**config.mk**
```make
export PLATFORM = sky130hd
export DESIGN_NAME = lsu_tagchk
export DESIGN_NICKNAME = d
export VERILOG_FILES = /design/src/rtl/lsu_tagchk.sv
export SDC_FILE = /design/constraint.sdc
export NUM_CORES = 1
export LEC_CHECK = 0
export ABC_AREA = 1
export CORE_UTILIZATION = 35
export CTS_BUF_LIST = sky130_fd_sc_hd__clkbuf_4
export DETAILED_ROUTE_END_ITERATION = 8
export PLACE_DENSITY = 0.66
export SLEW_MARGIN = 20
export SYNTH_ARGS = -nofsm -noshare
export SYNTH_HDL_FRONTEND = slang
export SYNTH_SLANG_ARGS = --single-unit
```
**constraint.sdc**
```tcl
create_clock -name rclk -period 3.7 [get_ports rclk]
set_input_delay 0.74 -clock rclk [delete_from_list [all_inputs] [get_ports rclk]]
set_output_delay 0.74 -clock rclk [all_outputs]
set_load 0.005 [all_outputs]
```
**src/rtl/lsu_tagchk.sv**
```systemverilog
// lsu_tagchk: L1D tag parity check, diagnostic tag readout and error log.
//
// Pipeline: M (tag array read data arrives) -> G (parity result) -> W2
// (diagnostic readout). The error log watches the G-stage parity vector.
//
// Ports:
//   rclk, arst_l            clock, asynchronous active-low reset
//   dtag_rdata_m            per-way {parity, tag} read data (M)
//   dva_vld_m               per-way valid bits (M)
//   dtag_rd_vld_m           tag read in progress (M)
//   dtag_idx_m              set index of the read (M)
//   dtag_rsel_m             diagnostic way select, lowest set bit wins (M)
//   diag_tagrd_sel_g        request diagnostic readout (G)
//   err_clr                 clear the error log
//   lsu_rd_dtag_parity_g    per-way parity error (G)
//   diag_rdata_w2           {zeros, tag+parity, valid} (W2)
//   diag_rdata_vld_w2       one-cycle strobe for diag_rdata_w2
//   err_vld/err_way/err_idx first logged error
//   err_multi               error seen while the log was already held
//   err_cnt                 saturating count of error events
//   err_state_dbg           error log FSM state (0 = EMPTY, 1 = HELD)
module lsu_tagchk #(
  parameter int WAYS  = 4,
  parameter int TAG_W = 29,
  parameter int CHUNK = 8,
  parameter int IDX_W = 7
) (
  input  logic                      rclk,
  input  logic                      arst_l,
  input  logic [WAYS*(TAG_W+1)-1:0] dtag_rdata_m,
  input  logic [WAYS-1:0]           dva_vld_m,
  input  logic                      dtag_rd_vld_m,
  input  logic [IDX_W-1:0]          dtag_idx_m,
  input  logic [WAYS-1:0]           dtag_rsel_m,
  input  logic                      diag_tagrd_sel_g,
  input  logic                      err_clr,
  output logic [WAYS-1:0]           lsu_rd_dtag_parity_g,
  output logic [63:0]               diag_rdata_w2,
  output logic                      diag_rdata_vld_w2,
  output logic                      err_vld,
  output logic [WAYS-1:0]           err_way,
  output logic [IDX_W-1:0]          err_idx,
  output logic                      err_multi,
  output logic [7:0]                err_cnt,
  output logic                      err_state_dbg
);

  localparam int WAY_W  = TAG_W + 1;
  localparam int NCHUNK = (TAG_W + CHUNK - 1) / CHUNK;
  localparam int DIAG_W = TAG_W + 2;

  typedef enum logic {ERR_EMPTY = 1'b0, ERR_HELD = 1'b1} err_state_e;

  // ---------------- M stage ----------------
  logic [WAYS-1:0][NCHUNK-1:0] chunk_par_d, chunk_par_q;
  logic [WAYS-1:0]             stored_par_d, stored_par_q;
  logic [DIAG_W-1:0]           diag_d, diag_q;
  logic [WAYS-1:0]             dva_vld_q;
  logic                        rd_vld_q;
  logic [IDX_W-1:0]            idx_q;

  // Chunked XOR trees keep the M-stage depth short; the final fold of the
  // chunk parities with the stored bit happens in G. Bit b lands in chunk
  // b/CHUNK, so the last chunk is naturally partial.
  always_comb begin
    chunk_par_d  = '0;
    stored_par_d = '0;
    for (int w = 0; w < WAYS; w++) begin
      for (int b = 0; b < TAG_W; b++) begin
        chunk_par_d[w][b/CHUNK] = chunk_par_d[w][b/CHUNK] ^ dtag_rdata_m[w*WAY_W + b];
      end
      stored_par_d[w] = dtag_rdata_m[w*WAY_W + TAG_W];
    end
  end

  // Walk from the top way down so the lowest-index selected way wins.
  always_comb begin
    diag_d = '0;
    for (int w = WAYS - 1; w >= 0; w--) begin
      if (dtag_rsel_m[w]) begin
        diag_d = {dtag_rdata_m[w*WAY_W +: WAY_W], dva_vld_m[w]};
      end
    end
  end

  always_ff @(posedge rclk or negedge arst_l) begin
    if (!arst_l) begin
      chunk_par_q  <= '0;
      stored_par_q <= '0;
      diag_q       <= '0;
      dva_vld_q    <= '0;
      rd_vld_q     <= 1'b0;
      idx_q        <= '0;
    end else begin
      chunk_par_q  <= chunk_par_d;
      stored_par_q <= stored_par_d;
      diag_q       <= diag_d;
      dva_vld_q    <= dva_vld_m;
      rd_vld_q     <= dtag_rd_vld_m;
      idx_q        <= dtag_idx_m;
    end
  end

  // ---------------- G stage ----------------
  always_comb begin
    lsu_rd_dtag_parity_g = '0;
    for (int w = 0; w < WAYS; w++) begin
      lsu_rd_dtag_parity_g[w] = ((^chunk_par_q[w]) ^ stored_par_q[w]) & rd_vld_q & dva_vld_q[w];
    end
  end

  // ---------------- W2 diagnostic readout ----------------
  logic [63:0] diag_rdata_d, diag_rdata_q;
  logic        diag_rdata_vld_d, diag_rdata_vld_q;

  always_comb begin
    diag_rdata_d     = diag_rdata_q;
    diag_rdata_vld_d = diag_tagrd_sel_g;
    if (diag_tagrd_sel_g) begin
      diag_rdata_d = 64'(diag_q);
    end
  end

  always_ff @(posedge rclk or negedge arst_l) begin
    if (!arst_l) begin
      diag_rdata_q     <= '0;
      diag_rdata_vld_q <= 1'b0;
    end else begin
      diag_rdata_q     <= diag_rdata_d;
      diag_rdata_vld_q <= diag_rdata_vld_d;
    end
  end

  assign diag_rdata_w2     = diag_rdata_q;
  assign diag_rdata_vld_w2 = diag_rdata_vld_q;

  // ---------------- Error log ----------------
  err_state_e       state_d, state_q;
  logic [WAYS-1:0]  err_way_d, err_way_q;
  logic [IDX_W-1:0] err_idx_d, err_idx_q;
  logic             err_multi_d, err_multi_q;
  logic [7:0]       err_cnt_d, err_cnt_q;
  logic [7:0]       cnt_inc;
  logic             err_event;

  // A multi-way failure in one cycle is a single event.
  assign err_event = |lsu_rd_dtag_parity_g;
  assign cnt_inc   = (err_cnt_q == 8'hFF) ? err_cnt_q : err_cnt_q + 8'd1;

  always_comb begin
    state_d     = state_q;
    err_way_d   = err_way_q;
    err_idx_d   = err_idx_q;
    err_multi_d = err_multi_q;
    err_cnt_d   = err_cnt_q;
    if (err_clr) begin
      // A clear that coincides with a fresh error restarts the log with it.
      if (err_event) begin
        state_d     = ERR_HELD;
        err_way_d   = lsu_rd_dtag_parity_g;
        err_idx_d   = idx_q;
        err_multi_d = 1'b0;
        err_cnt_d   = 8'd1;
      end else begin
        state_d     = ERR_EMPTY;
        err_way_d   = '0;
        err_idx_d   = '0;
        err_multi_d = 1'b0;
        err_cnt_d   = 8'd0;
      end
    end else if (err_event) begin
      case (state_q)
        ERR_EMPTY: begin
          state_d   = ERR_HELD;
          err_way_d = lsu_rd_dtag_parity_g;
          err_idx_d = idx_q;
          err_cnt_d = cnt_inc;
        end
        ERR_HELD: begin
          err_multi_d = 1'b1;
          err_cnt_d   = cnt_inc;
        end
        default: state_d = ERR_EMPTY;
      endcase
    end
  end

  always_ff @(posedge rclk or negedge arst_l) begin
    if (!arst_l) begin
      state_q     <= ERR_EMPTY;
      err_way_q   <= '0;
      err_idx_q   <= '0;
      err_multi_q <= 1'b0;
      err_cnt_q   <= 8'd0;
    end else begin
      state_q     <= state_d;
      err_way_q   <= err_way_d;
      err_idx_q   <= err_idx_d;
      err_multi_q <= err_multi_d;
      err_cnt_q   <= err_cnt_d;
    end
  end

  assign err_vld       = (state_q == ERR_HELD);
  assign err_way       = err_way_q;
  assign err_idx       = err_idx_q;
  assign err_multi     = err_multi_q;
  assign err_cnt       = err_cnt_q;
  assign err_state_dbg = state_q;

endmodule

```
Run 1, supply network:
Pins as bars on the die edge. Tap cells in gray.
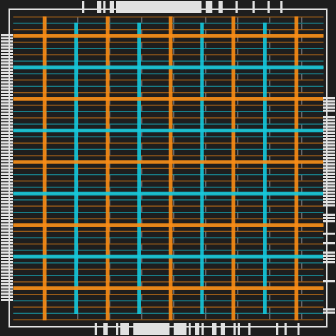
- cyan: VDD
- orange: VSS
- rows: 48
- met4 straps: 9
- met1 rails: 49
- met5 straps: 9
Die W: 136.3 um
core area: 17480 um2

Run 1, placement by cell class:
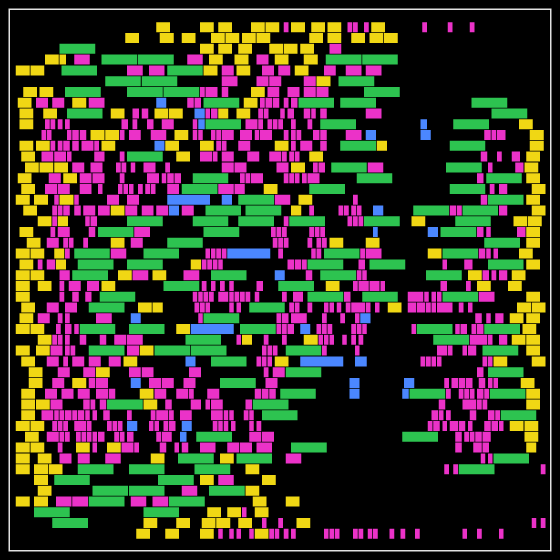
- yellow: other buffers and delay cells (cells 206)
- magenta: all other logic (cells 575)
- blue: clock drivers and dummy loads (cells 30)
- green: flops (cells 116)

Run 1, clock network drawn from the DEF:
Scale bar: 50 um.
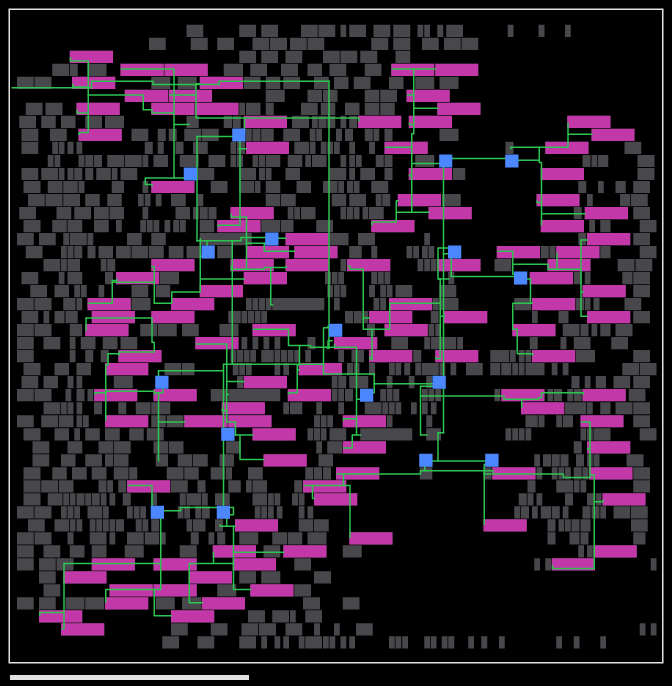
- magenta: flip-flops (count 116)
- green: clock wires (length 1580 um)
- blue: cells driving clock nets (count 17)
- routed clock nets: 18

==> flow_metrics.tcl, run 1 <==
# yosys + openroad results
set metrics [dict create \
    status "finished clean" \
    worstPathRequired_ps 2960 \
    top_logic_kind "simple AND/OR/NAND/NOR gates" \
    top_layer_used "met4" \
    grt_use_met1_pct 22.81 \
    p_per_area_nw_per_um2 456.2 \
    avgSynthCellArea_um2 8.778 \
    cp_slowest_stage_delay_ps 500 \
    ys_sh_mux_pct 5.531 \
    die_area_um2 18570 \
    dpl_cell_area_um2 8369 \
    critical_path.startpoint "chunk_par_q[6]$_DFF_PN0_" \
    nClkBuffers 19 \
    port_buffers 197 \
    clk_share_pct 3.491 \
    comb_power_share_pct 32.8 \
    design_area_um2 8675 \
    cts_made_buffers 17 \
    preCtsSetupSlack_ps 1179 \
    cp_data_arrival_time_ps 2050 \
    grt_max_degree 62 \
    crit_path_end_kind "primary output" \
    fp_util_pct 36.11 \
    final_util_pct 49.63 \
    overflow 0 \
    cts_tree "yes" \
    synth_area_leader_cell "dfrtp_1" \
    antenna_left 0 \
    maxCapViolCount 0 \
    synthArstFlopShare_pct 100.0 \
    rsz0062_at_grt "no" \
    diodes 1 \
    cts_max_level 4 \
    p_sw_mw 1.245 \
    avgRoutedWirePerCell_um 14.37 \
    viasPerCell 4.582 \
    fin_worst_hold_slack_ps 285.3 \
    report.final.slew_viol_count 0 \
    reg2reg_depth 10 \
    flop_cell "dfrtp_1" \
    edf_count 0 \
    rows 48 \
    p_leak_nw 3.971 \
    cp.depth 8 \
    p_clk_share_pct 25.6 \
    ys_seq_share_pct 46.00 \
    layout_top_cells "214 x nand2_1, 195 x clkdlybuf4s50_1, 116 x dfrtp_1, 58 x a21oi_1, 55 x xnor2_1" \
    tightest_slew_ps 971.5 \
    dp_hpwl_mm 12.70 \
    routabilityCongestion 0.8149 \
    fmax_mhz 358.9 \
    io_pins 231 \
    path_max_fanout 3 \
    adder_share_pct 0.1983 \
    cts_setup_buffers 0 \
    powerComb_mw 1.30 \
    buffer_area_share_pct 23.42 \
    grt_pass1_wl_mm 25.67 \
    clk_pin_slew_ps 100 \
    finalNetCount 1057 \
    top_cells_by_count "214 x nand2_1, 116 x dfrtp_1, 58 x a21oi_1" \
    drive_gt1_share_pct 10.46 \
    register_area_um2 2903 \
    ys_chip_area_um2 6311 \
    num_vias 5283 \
    grt_use_total_pct 18.45 \
    ir_drop_mv 0.2247 \
    finalHoldViolations 0 \
    synth_flop_count 116 \
    totalWireLength_mm 16.56 \
    grt.busiest_layer "met2" \
    finalClockPeriodUsage_pct 75.31 \
    internal-power_mw 2.712 \
    clkLatencyLatePin_ps 520 \
    drc 0 \
    ys_types 30 \
    final_cells 1153 \
    firstDrtPassIters 5 \
    fin_tns_setup_ps 0 \
    comb_area_um2 3018 \
    powerSeq_mw 1.65 \
    path_cells "inv_1, nand2_1, nand2_1, nand2_1, nand3b_1, nand3b_1, inv_1, clkdlybuf4s50_1" \
    cts_root_buffer "clkbuf_4" \
    seq_share_pct 33.46 \
    cpLargestDelayFamily "buffers and inverters" \
    n_fill_cell 1676 \
    rrSetupSlack_ps 1950 \
]
Run 1, routing congestion map:
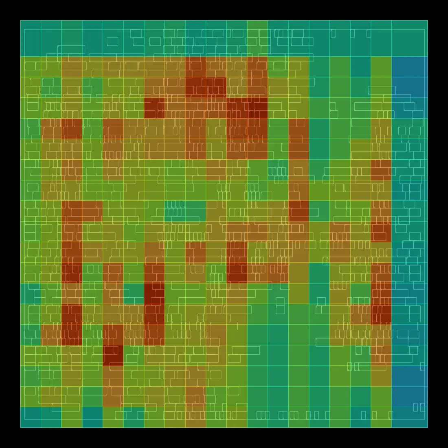

--- run 2 (diff from run 1) ---
--- a/config.mk
+++ b/config.mk
@@ -9,7 +9,7 @@
 export CORE_UTILIZATION = 35
 export CTS_BUF_LIST = sky130_fd_sc_hd__clkbuf_4
 export DETAILED_ROUTE_END_ITERATION = 8
-export PLACE_DENSITY = 0.66
+export PLACE_DENSITY = 0.69
 export SLEW_MARGIN = 20
 export SYNTH_ARGS = -nofsm -noshare
 export SYNTH_HDL_FRONTEND = slang
==> constraint.sdc (replaced) <==
create_clock -name rclk -period 2.55 [get_ports rclk]
set_input_delay 0.51 -clock rclk [delete_from_list [all_inputs] [get_ports rclk]]
set_output_delay 0.51 -clock rclk [all_outputs]
set_load 0.005 [all_outputs]
Run 2, routing congestion map:
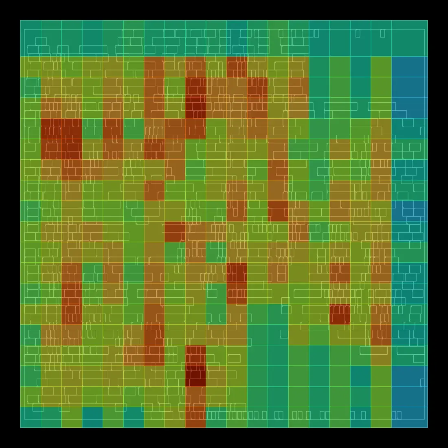
grt met1 use: 22.86%
GRT busiest layer: met2
final core occ: 50.34%
wire length per cell: 14.61 um
met3 global-route usage: 7.047%

==> run 2 against run 1 <==
Compared with the run above: first-iteration DRC count down 32%; cell area increased by 1.4%; sequential power rose by 46%; critical endpoint is now lsu_rd_dtag_parity_g[2]; highest routed layer unchanged.
==> flow_metrics.tcl, run 2 <==
# yosys + openroad results
set metrics [dict create \
    final_cells 1159 \
    ys_types 30 \
    internal-power_mw 4.046 \
    seq_share_pct 33.00 \
    clk_pin_slew_ps 110 \
    nClkBuffers 18 \
    top_logic_kind "simple AND/OR/NAND/NOR gates" \
    drc 0 \
    clk_share_pct 3.897 \
    synthArstFlopShare_pct 100.0 \
    finalNetCount 1061 \
    report.final.slew_viol_count 0 \
    cp.depth 9 \
    buffer_area_share_pct 23.82 \
    path_cells "inv_2, nand2_1, nand2_1, nand2_1, nand2_1, nand2_1, nand3b_1, inv_1, dlygate4sd2_1" \
    fp_util_pct 36.11 \
    p_per_area_nw_per_um2 674.3 \
    design_area_um2 8797 \
    worstPathRequired_ps 2040 \
    synth_flop_count 116 \
    powerComb_mw 1.91 \
    n_fill_cell 1696 \
    cp_data_arrival_time_ps 1830 \
    tightest_slew_ps 576.3 \
    grt_use_total_pct 19.07 \
    powerSeq_mw 2.41 \
    ys_chip_area_um2 6311 \
    finalHoldViolations 0 \
    preCtsSetupSlack_ps 394.1 \
    comb_power_share_pct 32.2 \
    fmax_mhz 427.4 \
    core_area_um2 17480 \
    rrSetupSlack_ps 750 \
    totalWireLength_mm 16.93 \
    ys_seq_share_pct 46.00 \
    cts_made_buffers 17 \
    die_w_um 136.3 \
    rsz0062_at_grt "no" \
    firstDrtPassIters 7 \
    io_pins 231 \
    register_area_um2 2903 \
    maxCapViolCount 0 \
    ys_sh_mux_pct 5.531 \
    status "finished clean" \
    layout_top_cells "214 x nand2_1, 191 x clkdlybuf4s50_1, 116 x dfrtp_1, 58 x a21oi_1, 55 x xnor2_1" \
]
Run 2, signal wires by layer:
Scale bar: 50 um.
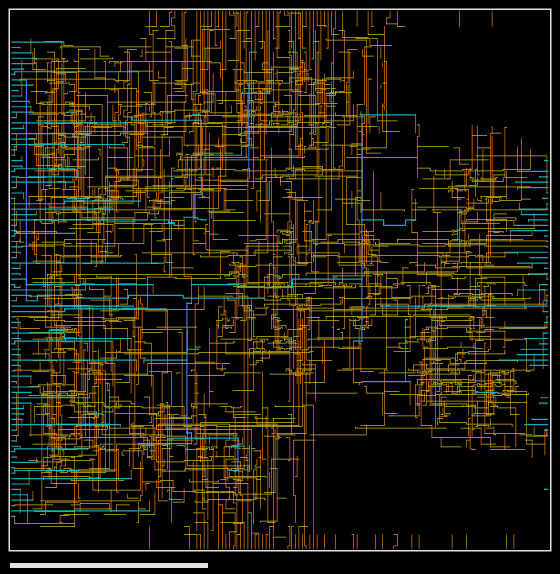
- blue: met4 (wire length 243 um)
- cyan: met3 (wire length 1360 um)
- orange: met2 (wire length 8220 um)
- yellow: met1 (wire length 7120 um)

Run 2, clock network drawn from the DEF:
Scale bar: 50 um.
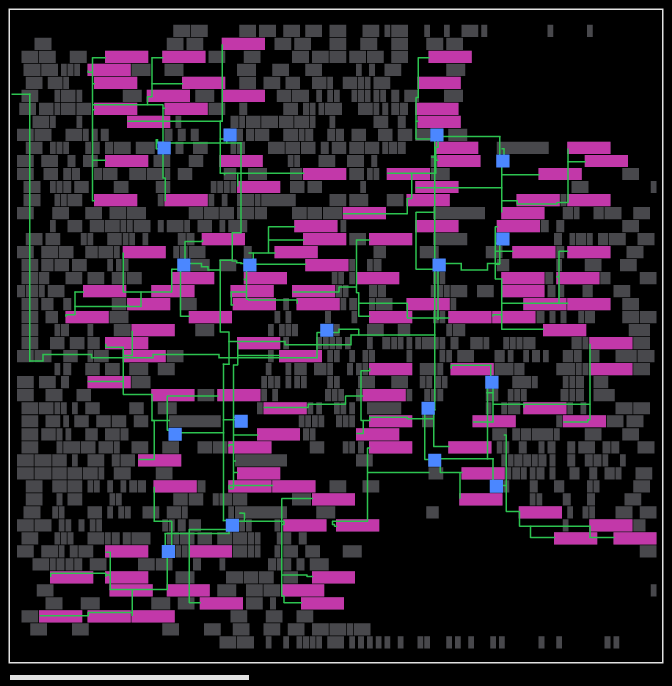

--- run 3 (diff from run 2) ---
--- a/config.mk
+++ b/config.mk
@@ -9,7 +9,7 @@
 export CORE_UTILIZATION = 35
 export CTS_BUF_LIST = sky130_fd_sc_hd__clkbuf_4
 export DETAILED_ROUTE_END_ITERATION = 8
-export PLACE_DENSITY = 0.69
+export PLACE_DENSITY = 0.66
 export SLEW_MARGIN = 20
 export SYNTH_ARGS = -nofsm -noshare
 export SYNTH_HDL_FRONTEND = slang
==> constraint.sdc (replaced) <==
create_clock -name rclk -period 2.3 [get_ports rclk]
set_input_delay 0.46 -clock rclk [delete_from_list [all_inputs] [get_ports rclk]]
set_output_delay 0.46 -clock rclk [all_outputs]
set_load 0.005 [all_outputs]
Run 3, clock network drawn from the DEF:
Scale bar: 50 um.
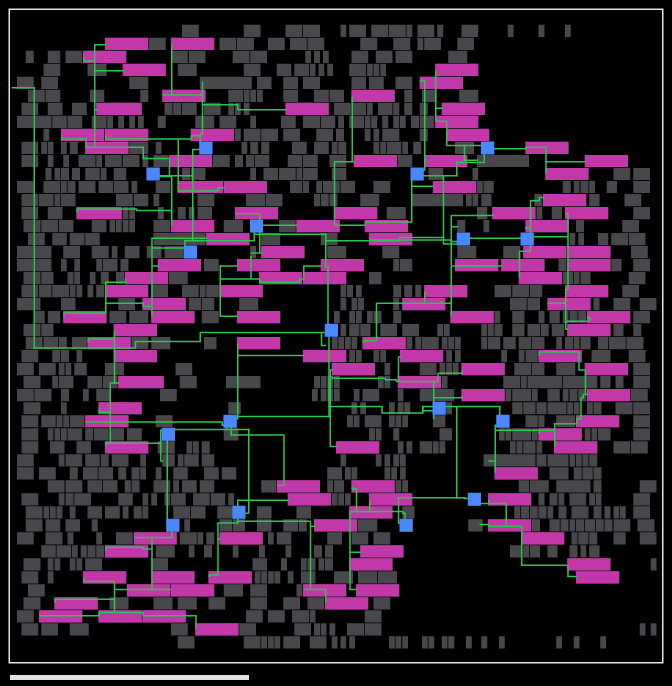
- blue: cells driving clock nets (count 17)
- magenta: flip-flops (count 116)
- green: clock wires (length 1650 um)
- routed clock nets: 18

==> run 3 against run 2 <==
Compared with the run above: global-route usage increased by 0.48 points; combinational power up 22%; hold slack got worse by 30 ps; critical path type unchanged; largest cell class unchanged; largest power group unchanged.
==> flow_metrics.tcl, run 3 <==
# yosys + openroad results
set metrics [dict create \
    status "finished clean" \
    p_per_area_nw_per_um2 753.6 \
    path_cells "inv_1, nand2_1, nand2_1, nand2_1, nand3_2, nand3b_4, inv_2, clkdlybuf4s15_1" \
    clk_pin_slew_ps 120 \
    comb_power_share_pct 34.2 \
    signal_buffers 229 \
    worstHoldStart "dtag_idx_m[0]" \
    overflow 0 \
    final_cells 1179 \
    fin_worst_hold_slack_ps 388.1 \
    area_dominant_class "logic gates" \
    syn-instance-count 719 \
    synthArstFlopShare_pct 100.0 \
    register_area_um2 2908 \
    n_tap_cell 225 \
    io_pins 231 \
    die_w_um 136.3 \
    path_max_fanout 3 \
    num_vias 5442 \
    avgRoutedWirePerCell_um 14.96 \
    grt_use_total_pct 19.54 \
    report.final.slew_viol_count 0 \
    first_iter_violations 135 \
    ys_sh_mux_pct 5.531 \
    clockBufferDepth 2 \
    worstHoldPathType "input pin to register" \
    use_met3_pct 7.271 \
    p_clk_share_pct 26.1 \
    powerSeq_mw 2.71 \
    clk_share_pct 3.739 \
    worstPathRequired_ps 1840 \
    ys_types 30 \
    critical_path_class "register to primary output" \
    final_util_pct 51.70 \
    n_fill_cell 1666 \
    cts_tree "yes" \
    finalClockPeriodUsage_pct 93.52 \
    firstDrtPassIters 4 \
    r2r_start "chunk_par_q[5]$_DFF_PN0_" \
    grt.busiest_layer "met2" \
    preCtsSetupSlack_ps 265.1 \
    fin_tns_setup_ps 0 \
    maxCapViolCount 0 \
    dp_hpwl_mm 13.22 \
    rsz0062_at_grt "no" \
    grt_use_met2_pct 31.56 \
    synth_flop_count 116 \
    p_seq_share_pct 39.7 \
    routed-wl-met3_mm 1.296 \
    cts_setup_buffers 15 \
    finalHoldViolations 0 \
    rrSetupSlack_ps 170 \
    warning_count 27 \
    drc 0 \
    layout_top_cells "198 x nand2_1, 191 x clkdlybuf4s50_1, 112 x dfrtp_1, 58 x a21oi_1, 55 x xnor2_1" \
    internal-power_mw 4.586 \
    comb_area_share_pct 34.87 \
    powerComb_mw 2.33 \
    ys_seq_share_pct 46.00 \
    cp_data_arrival_time_ps 1690 \
    compound_area_share_pct 6.146 \
    totalWireLength_mm 17.63 \
    finalNetCount 1082 \
    grt_max_degree 43 \
    seq_share_pct 32.18 \
    core_area_um2 17480 \
    ys_chip_area_um2 6311 \
    fp_util_pct 36.11 \
    cp-start-kind "register" \
    grt_use_met1_pct 23.81 \
    fmax_mhz 464.9 \
    area_leaders "dfrtp_1 46%, nand2_1 13%, xnor2_1 7.6%" \
    top_layer_used "met4" \
    cp.depth 8 \
    cpLargestDelayFamily "flip-flops" \
    design_area_um2 9036 \
    buffer_area_share_pct 24.58 \
    nClkBuffers 17 \
    cts_made_buffers 17 \
]
Run 3, supply network:
Pins as bars on the die edge. Tap cells in gray.
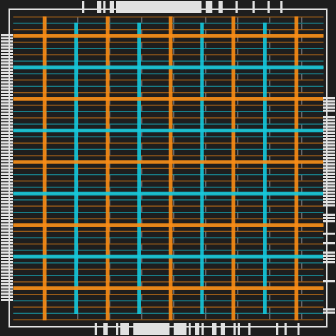
- orange: VSS
- cyan: VDD
- tap cells: 225
- met5 straps: 9
- met4 straps: 9
- met1 rails: 49

Power is estimated from default activity; no workload was simulated.
